==> config.mk <==
export PLATFORM = sky130hd
export DESIGN_NAME = branch_history_unit
export DESIGN_NICKNAME = d
export VERILOG_FILES = /design/src/rtl/branch_history_unit_pkg.sv /design/src/rtl/branch_inflight_fifo.sv /design/src/rtl/branch_history_unit.sv
export SDC_FILE = /design/constraint.sdc
export NUM_CORES = 1
export LEC_CHECK = 0
export CAP_MARGIN = 5
export CORE_ASPECT_RATIO = 1.1
export CORE_MARGIN = 2
export CORE_UTILIZATION = 35
export DETAILED_ROUTE_END_ITERATION = 7
export PLACE_DENSITY = 0.68
export RECOVER_POWER = 50
export SETUP_SLACK_MARGIN = 0.1
export SLEW_MARGIN = 10
export SYNTH_ARGS = -nofsm -noshare
export SYNTH_HDL_FRONTEND = slang
export SYNTH_SLANG_ARGS = --single-unit
==> constraint.sdc <==
create_clock -name clk -period 4.2 [get_ports clk]
set_input_delay 1.05 -clock clk [delete_from_list [all_inputs] [get_ports clk]]
set_output_delay 1.05 -clock clk [all_outputs]
set_load 0.02 [all_outputs]
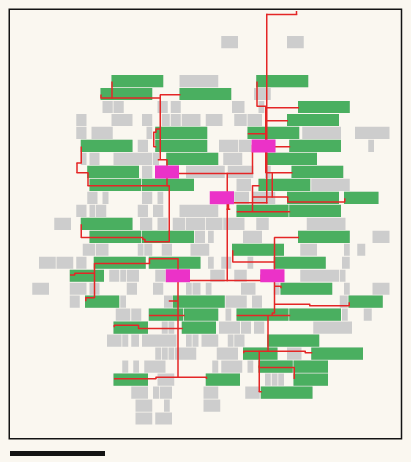
(clock wires, drivers and flops)
Scale bar: 20 µm.
[green] flip-flops | count: 50
[red] clock wires | length: 544 µm
[magenta] clock-net drivers | count: 5
routed clock nets: 6
Late-Pin Clk Latency: 0.30 ns
clock share of power: 0.262
clock skew: 0.00510 ns

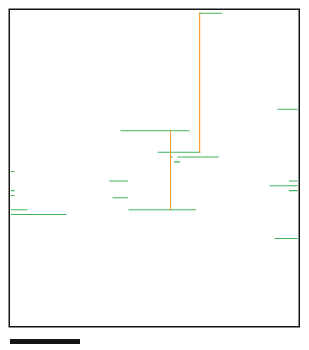
(metal layers overlaid)
Scale bar: 20 µm. Two of the layers only.
[orange] M4 | wire length: 61.9 µm
[green] M3 | wire length: 124 µm
Vias: 1400
wire per inst: 15.3 µm
gr usage total: 0.128
drt total wl: 4.42 mm

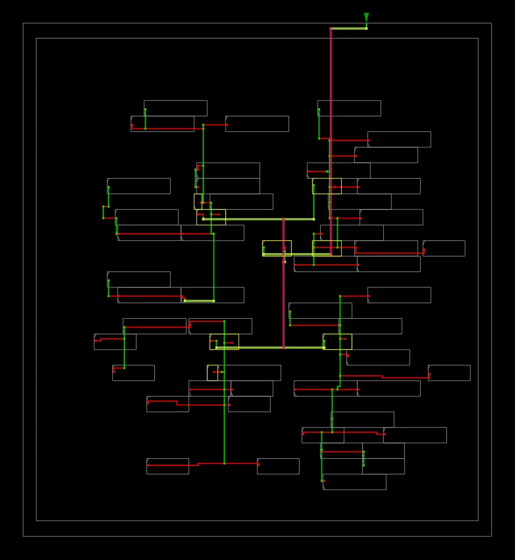
(the clock network)
Inserted Clock Buffers: 5
CTS sink count: 50
# clk buffers: 7

==> results.cfg <==
; physical design summary
[setup_path]
slowest_stage = dlygate4sd3_1
max_stage_delay_ns = 0.62
crit_arrival_ns = 2.94
reg2reg_depth = 11
path_common_cell = buf_4

[worst_hold_path]
hp-class = flip-flop to flip-flop

[place]
place.gp.congestion = 0.766

[synth]
synth-main-ff-cell = edfxtp_1
ys_area_um2 = 2340
logic_family = simple AND/OR/NAND/NOR gates
ys_types = 34
synthCells = 176
yosysCellCount = 176
synth_async_sr_flop_share = 0
simple_gate_share = 0.164

[detailed_routing]
ant_nets = 0
drt-met1-wl_mm = 2.01
maxUsedRoutingLayer = met4
drc = 0

[pwr]
p_leak_nw = 0.996
pg_seq_mw = 0.573
power_mw = 1.07
p_clk_mw = 0.281

[final_layout]
antenna_cells = 0
largest_reg_flops = 20
logic_gates = 110
instances_no_fill = 289
signal_buffers = 30
mostFrequentLayoutCells = 36 x edfxtp_1, 16 x nor2_1, 14 x dfxtp_1, 11 x nand2_1, 10 x dlygate4sd3_1
drive_above_1_share = 0.208

[sta]
period_used_share = 0.950
rsz0062_at_grt = false
slew_violations = 0

[clock_tree]
tritoncts = done
cts_setup_buffers = 0

[floorplan]
core_um2 = 6520
die_width_um = 81.9

[run_status]
status = completed
No activity file was given, so power comes from the tool's default toggle rates.
